## src/rtl/mem_stage_ctrl_pkg.sv

```systemverilog
// Shared types and constants for the MEM-stage request/response controller.
package mem_stage_ctrl_pkg;

    typedef enum logic [1:0] {
        IDLE   = 2'd0,
        ACCESS = 2'd1,
        DONE   = 2'd2
    } mem_ctrl_state_t;

    typedef logic [1:0] lc3b_mem_be;

    localparam int unsigned MEM_TIMEOUT_DEFAULT = 32'd255;
    localparam int unsigned MEM_WORD_W          = 32'd16;

endpackage

```

## src/rtl/mem_wait_counter.sv

```systemverilog
// Wait-cycle counter for an outstanding data-memory request; flags the last
// cycle before the request is abandoned.
module mem_wait_counter #(
    parameter int unsigned CNT_W          = 32'd8,
    parameter int unsigned TIMEOUT_CYCLES = 32'd255
) (
    input  logic clk,
    input  logic reset_n,
    input  logic clr_i,
    input  logic inc_i,
    output logic tc_o
);

    localparam bit          TO_EN  = (TIMEOUT_CYCLES != 32'd0);
    localparam int unsigned TC_INT = TO_EN ? (TIMEOUT_CYCLES - 32'd1) : 32'd0;
    localparam logic [CNT_W-1:0] TC_VAL = TC_INT[CNT_W-1:0];

    logic [CNT_W-1:0] cnt_q;

    // Clear has priority over increment so DONE/IDLE always restart from zero.
    always_ff @(posedge clk or negedge reset_n) begin
        if (!reset_n) begin
            cnt_q <= {CNT_W{1'b0}};
        end else if (clr_i) begin
            cnt_q <= {CNT_W{1'b0}};
        end else if (inc_i) begin
            cnt_q <= cnt_q + {{(CNT_W-1){1'b0}}, 1'b1};
        end else begin
            cnt_q <= cnt_q;
        end
    end

    assign tc_o = TO_EN && (cnt_q == TC_VAL);

endmodule

```

## src/rtl/mem_stage_ctrl.sv

```systemverilog
// MEM-stage controller: turns decoded load/store control into a held
// request/response handshake on the data-memory port and stalls until done.
module mem_stage_ctrl
    import mem_stage_ctrl_pkg::*;
#(
    parameter int unsigned TIMEOUT_CYCLES = MEM_TIMEOUT_DEFAULT,
    parameter int unsigned CNT_W          = 32'd8
) (
    input  logic        clk,
    input  logic        reset_n,
    input  logic        ctrl_valid,
    input  logic        mem_read,
    input  logic        mem_write,
    input  logic [1:0]  mem_byte_enable,
    input  logic [15:0] addr,
    input  logic [15:0] wdata,
    input  logic        dmem_resp,
    input  logic [15:0] dmem_rdata,
    output logic        dmem_read,
    output logic        dmem_write,
    output logic [15:0] dmem_address,
    output logic [15:0] dmem_wdata,
    output logic [1:0]  dmem_byte_enable,
    output logic        stall,
    output logic [15:0] rdata_out,
    output logic        rdata_valid,
    output logic        timeout_err,
    output logic        protocol_err
);

    mem_ctrl_state_t state_q;
    logic            op_read_q;
    logic            dmem_read_q;
    logic            dmem_write_q;
    logic [15:0]     addr_q;
    logic [15:0]     wdata_q;
    lc3b_mem_be      be_q;
    logic [15:0]     rdata_q;
    logic            rdata_valid_q;
    logic            timeout_err_q;
    logic            protocol_err_q;

    logic req_s;
    logic in_access_s;
    logic tc_s;

    assign req_s       = ctrl_valid & (mem_read | mem_write);
    assign in_access_s = (state_q == ACCESS);

    mem_wait_counter #(
        .CNT_W          (CNT_W),
        .TIMEOUT_CYCLES (TIMEOUT_CYCLES)
    ) u_wait_cnt (
        .clk     (clk),
        .reset_n (reset_n),
        .clr_i   (~in_access_s | dmem_resp),
        .inc_i   (in_access_s & ~dmem_resp),
        .tc_o    (tc_s)
    );

    // Request FSM with all port-side outputs registered; a simultaneous
    // read+write is demoted to a read and flagged.
    always_ff @(posedge clk or negedge reset_n) begin
        if (!reset_n) begin
            state_q        <= IDLE;
            op_read_q      <= 1'b0;
            dmem_read_q    <= 1'b0;
            dmem_write_q   <= 1'b0;
            addr_q         <= 16'h0000;
            wdata_q        <= 16'h0000;
            be_q           <= 2'b00;
            rdata_q        <= 16'h0000;
            rdata_valid_q  <= 1'b0;
            timeout_err_q  <= 1'b0;
            protocol_err_q <= 1'b0;
        end else begin
            case (state_q)
                IDLE: begin
                    rdata_valid_q <= 1'b0;
                    if (req_s) begin
                        addr_q       <= addr;
                        wdata_q      <= wdata;
                        be_q         <= mem_byte_enable;
                        op_read_q    <= mem_read;
                        dmem_read_q  <= mem_read;
                        dmem_write_q <= mem_write & ~mem_read;
                        if (mem_read & mem_write) begin
                            protocol_err_q <= 1'b1;
                        end
                        state_q <= ACCESS;
                    end
                end
                ACCESS: begin
                    if (dmem_resp) begin
                        dmem_read_q   <= 1'b0;
                        dmem_write_q  <= 1'b0;
                        rdata_valid_q <= op_read_q;
                        if (op_read_q) begin
                            rdata_q <= dmem_rdata;
                        end
                        state_q <= DONE;
                    end else if (tc_s) begin
                        dmem_read_q   <= 1'b0;
                        dmem_write_q  <= 1'b0;
                        rdata_valid_q <= op_read_q;
                        rdata_q       <= 16'h0000;
                        timeout_err_q <= 1'b1;
                        state_q       <= DONE;
                    end
                end
                DONE: begin
                    // The instruction still in EX/MEM advances at this edge; never re-accept it.
                    rdata_valid_q <= 1'b0;
                    state_q       <= IDLE;
                end
                default: begin
                    dmem_read_q   <= 1'b0;
                    dmem_write_q  <= 1'b0;
                    rdata_valid_q <= 1'b0;
                    state_q       <= IDLE;
                end
            endcase
        end
    end

    assign dmem_read        = dmem_read_q;
    assign dmem_write       = dmem_write_q;
    assign dmem_address     = addr_q;
    assign dmem_wdata       = wdata_q;
    assign dmem_byte_enable = be_q;
    assign rdata_out        = rdata_q;
    assign rdata_valid      = rdata_valid_q;
    assign timeout_err      = timeout_err_q;
    assign protocol_err     = protocol_err_q;
    assign stall            = reset_n & (((state_q == IDLE) & req_s) | in_access_s);

endmodule

```

## config.mk

```make
export PLATFORM = sky130hd
export DESIGN_NAME = mem_stage_ctrl
export DESIGN_NICKNAME = d
export VERILOG_FILES = /design/src/rtl/mem_stage_ctrl_pkg.sv /design/src/rtl/mem_wait_counter.sv /design/src/rtl/mem_stage_ctrl.sv
export SDC_FILE = /design/constraint.sdc
export NUM_CORES = 1
export LEC_CHECK = 0
export ABC_CLOCK_PERIOD_IN_PS = 4400
export CAP_MARGIN = 20
export CORE_MARGIN = 1.5
export CORE_UTILIZATION = 28
export CTS_CLUSTER_SIZE = 28
export DETAILED_ROUTE_END_ITERATION = 6
export GPL_ROUTABILITY_DRIVEN = 0
export GPL_TIMING_DRIVEN = 0
export PLACE_DENSITY_LB_ADDON = 0.25
export RECOVER_POWER = 25
export SYNTH_ARGS = -nofsm -noshare
export SYNTH_HDL_FRONTEND = slang
export SYNTH_HIERARCHICAL = 1
export SYNTH_SLANG_ARGS = --single-unit
```

## constraint.sdc

```tcl
create_clock -name clk -period 4.4 [get_ports clk]
set_input_delay 0.88 -clock clk [delete_from_list [all_inputs] [get_ports clk]]
set_output_delay 0.88 -clock clk [all_outputs]
set_load 0.03 [all_outputs]
```

Figure 1. Layout detail (run 1).
Region (39, 39) to (64, 64) um. Cells in grey, sequential cells in the stronger grey; small squares are vias.
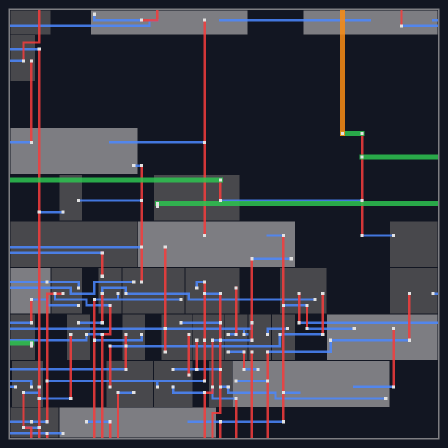
legend:
  blue:
    layer: metal 1
  orange:
    layer: metal 4
  green:
    layer: metal 3
  red:
    layer: metal 2
sequential cells in the window: 7
cells with their middle in the window: 30
most frequent: dfrtp_1 (7), nor2_1 (4)
netlist names of flops here include: `u_wait_cnt/cnt_q` (3)

Figure 2. Track usage over the die (run 1).
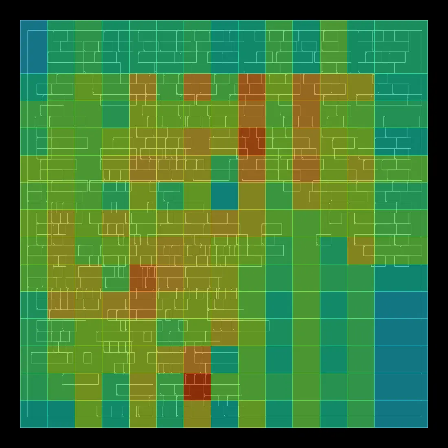
total track usage: 13.4%
met2 usage: 21.9%
Top Usage Layer GRT: met2

==> flow_summary.yaml, run 1 <==
# synthesis and place-and-route metrics
run_status:
  status: "complete, no violations"
synth:
  seq_area_frac_synth_pct: 58.8
  avgSynthCellArea_um2: 12.5
  synth_flops: 66
  synth_area_mm2: 0.00281
cells_and_area:
  seq_area_mm2: 0.00165
  areaGrowthSynthToFinish_pct: 51.8
  sh_comb_area_pct: 24.8
  clockBufferCount: 9
  n_antenna_cell: 0
  seq_area_share_pct: 38.7
global_route:
  grt_max_degree: 68
  antenna_found_initial: 0
  grt_pass1_vias: 2188
worst_hold_path:
  hold_class: "reg2reg"
sta:
  rsz0062_at_grt: "no"
  max_freq_mhz: 292
  slew_viol_final: 0
  worstMarginPinSlew_ns: 0.865
clocking:
  htree_levels: 3
  ctsHoldBuffers: 0
  cts_buffers: 9
  cts_tree: "built"
die:
  core_mm2: 0.00977
  fp_util_pct: 28.7
  chipArea_mm2: 0.0106
power:
  ir_worst_vdd_mv: 0.266
critical_path:
  start_kind: "input pin"
detailed_routing:
  num_vias: 2157
  routed_via_density: 4.48
  ant_nets: 0
place:
  port_buffers: 110
Figure 3. Cells by drive strength (run 1).
Drawn at 4 px/um.
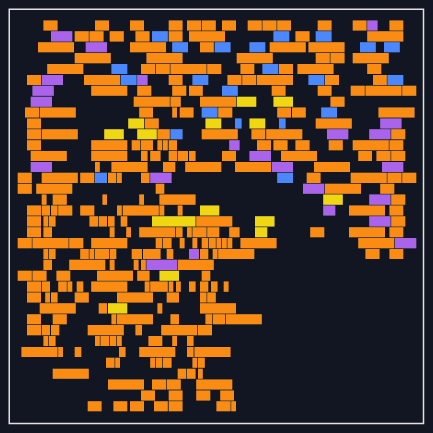
legend:
  yellow:
    size: _6 and larger
    cells: 14
    share: 4.0%
  purple:
    size: _3 and _4 cells
    cells: 23
    share: 6.6%
  orange:
    size: _0 and _1 cells
    cells: 290
    share: 83%
  blue:
    size: _2 cells
    cells: 22
    share: 6.3%

## run 1: flip-flops by register name, summed over array words and instances, names as in the netlist
register / cells
dmem_read: 1
u_wait_cnt/cnt_q: 8
rdata_out: 16
rdata_valid: 1
op_read_q: 1
dmem_write: 1
dmem_address: 16
protocol_err: 1
dmem_wdata: 16
state_q: 2
timeout_err: 1
dmem_byte_enable: 2
## run 1: report_power, final
part | total [uW] | internal [uW] | switching, uW
Combinational | 1190 | 541 | 649
Sequential | 903 | 800 | 103
Clock | 505 | 260 | 244
Total | 2600 | 1600 | 996
## run 1: routing by layer
| layer | wire length, um | global-route usage [%] | vias to the layer above |
|---|---|---|---|
| met3 | 366 | 5.29 | 7 |
| met5 | 0 | 0 | - |
| met1 | 3020 | 16.4 | 1060 |
| met4 | 103 | 4.05 | 0 |
| li1 | - | - | 1033 |
| met2 | 3560 | 21.9 | 57 |
## run 1: cells in the mapped netlist
master    instances
nand3_1           5
nand4b_1          1
mux2_4           17
nor2b_2           1
mux2i_1           1
mux2_2           18
xnor2_1           1
a31oi_1           1
or3_1             3
inv_1             4
nand2_1          20
a31o_2            1
clkbuf_1         10
buf_2             1
buf_6             3
o21a_1            1
dfrtp_1          66
nor2b_1           3
a21o_1            1
ha_1              2
nand4_1          17
nand4_4           1
a211oi_1          1
and3_1            1
xor2_1            3
a21oi_1           3
nor2_1           10
nand2b_1          3
o221ai_1          1
or3b_1            1
o211ai_1          1
o21ai_0          20
o21bai_1          1
buf_4             1
## run 1: worst max-delay path: stages
cell and delay [ns]:
clkdlybuf4s50_1 0.45, nor2b_2 0.15, nor2b_1 0.23, o21a_1 0.14, clkdlybuf4s50_1 0.68
## run 1: final timing paths
check | start | endpoint | slack (ns) | depth (start not counted)
max | ctrl_valid | stall | 0.98 | 5
min | protocol_err | protocol_err | 0.48 | 1
max reg2reg | u_wait_cnt/cnt_q[0] | rdata_out[0] | 2.48 | 8
min reg2reg | protocol_err | protocol_err | 0.48 | 1
max in group asynchronous | reset_n | u_wait_cnt/cnt_q[4] | 3.19 | 1
min in group asynchronous | reset_n | dmem_address[1] | 0.65 | 1
## run 1: logic make-up (layout without fill, tap and decap cells)
family,count (synthesis),after routing,share of synthesized area (%)
and+or+nand+nor,66,66,12.6
AOI/OAI and AO/OA,31,31,6.28
xor gates and xnor gates,4,4,1.25
DFF,66,66,58.8
buffers and inverters,19,144,3.52
muxes,36,36,16.7
adders and majority gates,2,2,0.891
## run 1: per-stage QoR
| step | instances | setup slack (ns) | area, um2 | utilization [%] | power [uW] |
|---|---|---|---|---|---|
| after global routing | 482 | 0.856 | 4270 | 43.6 | 2740 |
| after detailed placement | 467 | 0.963 | 4070 | 41.7 | 2120 |
| after global placement | 467 | -1.15 | 4080 | 41.7 | 2100 |
| final | 482 | 0.976 | 4270 | 43.6 | 2600 |
| after CTS | 482 | 0.958 | 4270 | 43.6 | 2640 |
| after floorplan | 224 | 2.02 | 2810 | - | 1580 |
==> run 2: changes to the inputs <==
--- a/config.mk
+++ b/config.mk
@@ -5,7 +5,7 @@
 export SDC_FILE = /design/constraint.sdc
 export NUM_CORES = 1
 export LEC_CHECK = 0
-export ABC_CLOCK_PERIOD_IN_PS = 4400
+export ABC_CLOCK_PERIOD_IN_PS = 3110
 export CAP_MARGIN = 20
 export CORE_MARGIN = 1.5
 export CORE_UTILIZATION = 28
==> constraint.sdc (replaced) <==
create_clock -name clk -period 3.11 [get_ports clk]
set_input_delay 0.622 -clock clk [delete_from_list [all_inputs] [get_ports clk]]
set_output_delay 0.622 -clock clk [all_outputs]
set_load 0.03 [all_outputs]
Figure 4. Track usage over the die (run 2).
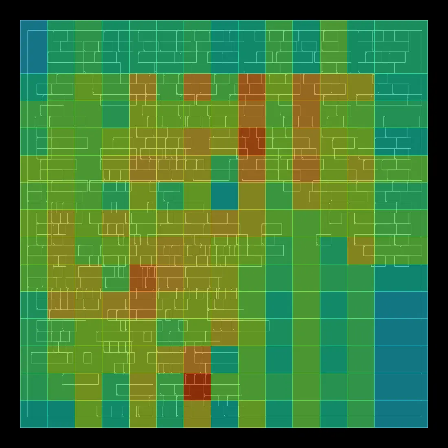
Layout Utilization: 43.6%
WL per Instance: 14.6 um

==> run 2 against run 1 <==
Final area is the same. Sequential power is 42% higher. Via count unchanged. First-iteration DRC count is the same. Routed wire length did not move. Utilization stayed put. Synthesized area is the same. Largest power group unchanged. Highest routed layer unchanged.
==> flow_summary.yaml, run 2 <==
# synthesis and place-and-route metrics
synth:
  ys_async_sr_fraction_pct: 100
  seq_area_frac_synth_pct: 58.8
  edf_count: 0
  most_common_cell: "dfrtp_1"
  synth_area_mm2: 0.00281
  flop_cell: "dfrtp_1"
detailed_routing:
  num_vias: 2157
  routed_via_density: 4.48
run_status:
  status: "complete, no violations"
die:
  fp_util_pct: 28.7
  chipArea_mm2: 0.0106
clocking:
  ctsHoldBuffers: 0
  htree_levels: 3
  cts_tree: "built"
  cts_buffers: 9
cells_and_area:
  areaGrowthSynthToFinish_pct: 51.8
  n_antenna_cell: 0
sta:
  max_freq_mhz: 340
  rsz0062_at_grt: "no"
  worstMarginPinSlew_ns: 0.865
  slew_viol_final: 0
critical_path:
  cpLargestDelayFamily: "buffers and inverters"
  worstRegToRegCells: 8
  worstPathCellList: "nor2b_1 > clkbuf_1 > o21a_1 > clkdlybuf4s50_1"
  endpoint: "stall"
  cpMaxStageDelayCell: "clkdlybuf4s50_1"
  r2r_end: "rdata_out[0]"
worst_hold_path:
  hold_class: "in2async"
global_route:
  grt_max_degree: 68
  antenna_found_initial: 0
  grt_usage_pct: 13.4
  grt_pass1_vias: 2188
power:
  finalPower_uw: 3680
place:
  port_buffers: 110
Figure 5. Metal 2 (run 2).
Drawn at 4 px/um.
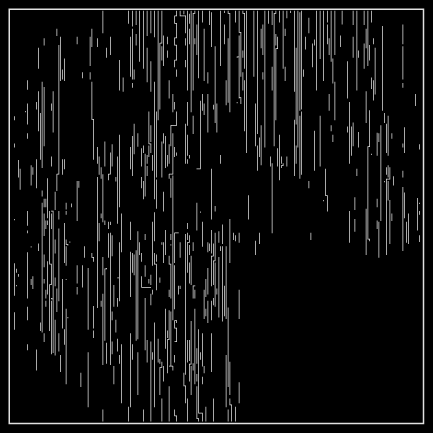
nets with wire on the layer: 358
main direction: vertical

## run 2: per-stage QoR
stage	hold slack [ns]	utilization (%)	instance area, um2	cells
after floorplan	0.326	-	2810	224
after global placement	0.442	41.7	4080	467
after detailed placement	0.458	41.7	4070	467
after CTS	0.415	43.6	4270	482
after global routing	0.463	43.6	4270	482
final	0.392	43.6	4270	482
## run 2: worst min-delay path by stage
stage | from | endpoint | slack, ns | cells past startpoint
global route | reset_n | dmem_wdata[13] | 0.46 | 1
global placement | timeout_err | timeout_err | 0.44 | 1
detailed placement | timeout_err | timeout_err | 0.46 | 1
floorplan | reset_n | dmem_address[0] | 0.33 | 0
finish | reset_n | dmem_address[1] | 0.39 | 1
CTS | reset_n | dmem_address[1] | 0.42 | 1
## run 2: final cells by class
type | count | area (um2)
Clock buffer | 9 | 124
Tap cell | 133 | 166
Multi-Input combinational cell | 139 | 1060
Buffer | 15 | 83.8
Timing Repair Buffer | 110 | 1100
Fill cell | 939 | 5510
Inverter | 4 | 15.0
Sequential cell | 66 | 1650
Clock inverter | 6 | 67.6
## run 2: power breakdown
| part | total, uW | internal, uW | switching, uW |
|---|---|---|---|
| registers | 1280 | 1130 | 146 |
| logic | 1680 | 766 | 918 |
| clock network | 714 | 368 | 346 |
| total | 3680 | 2270 | 1410 |
## run 2: logic make-up (layout without fill, tap and decap cells)
logic type / count (synthesis) / in the layout / synth area share [%]
xor+xnor: 4 / 4 / 1.25
buf+inv: 19 / 144 / 3.52
flops: 66 / 66 / 58.8
mux: 36 / 36 / 16.7
fa+ha+maj: 2 / 2 / 0.891
compound gates: 31 / 31 / 6.28
simple gates: 66 / 66 / 12.6
## run 2: per-layer routing
layer / GRT usage, % / up-vias / routed length (um)
met3: 5.29 / 7 / 366
met4: 4.05 / 0 / 103
li1: - / 1033 / -
met1: 16.4 / 1060 / 3020
met2: 21.9 / 57 / 3560
met5: 0 / - / 0
No activity file was given, so power comes from the tool's default toggle rates.
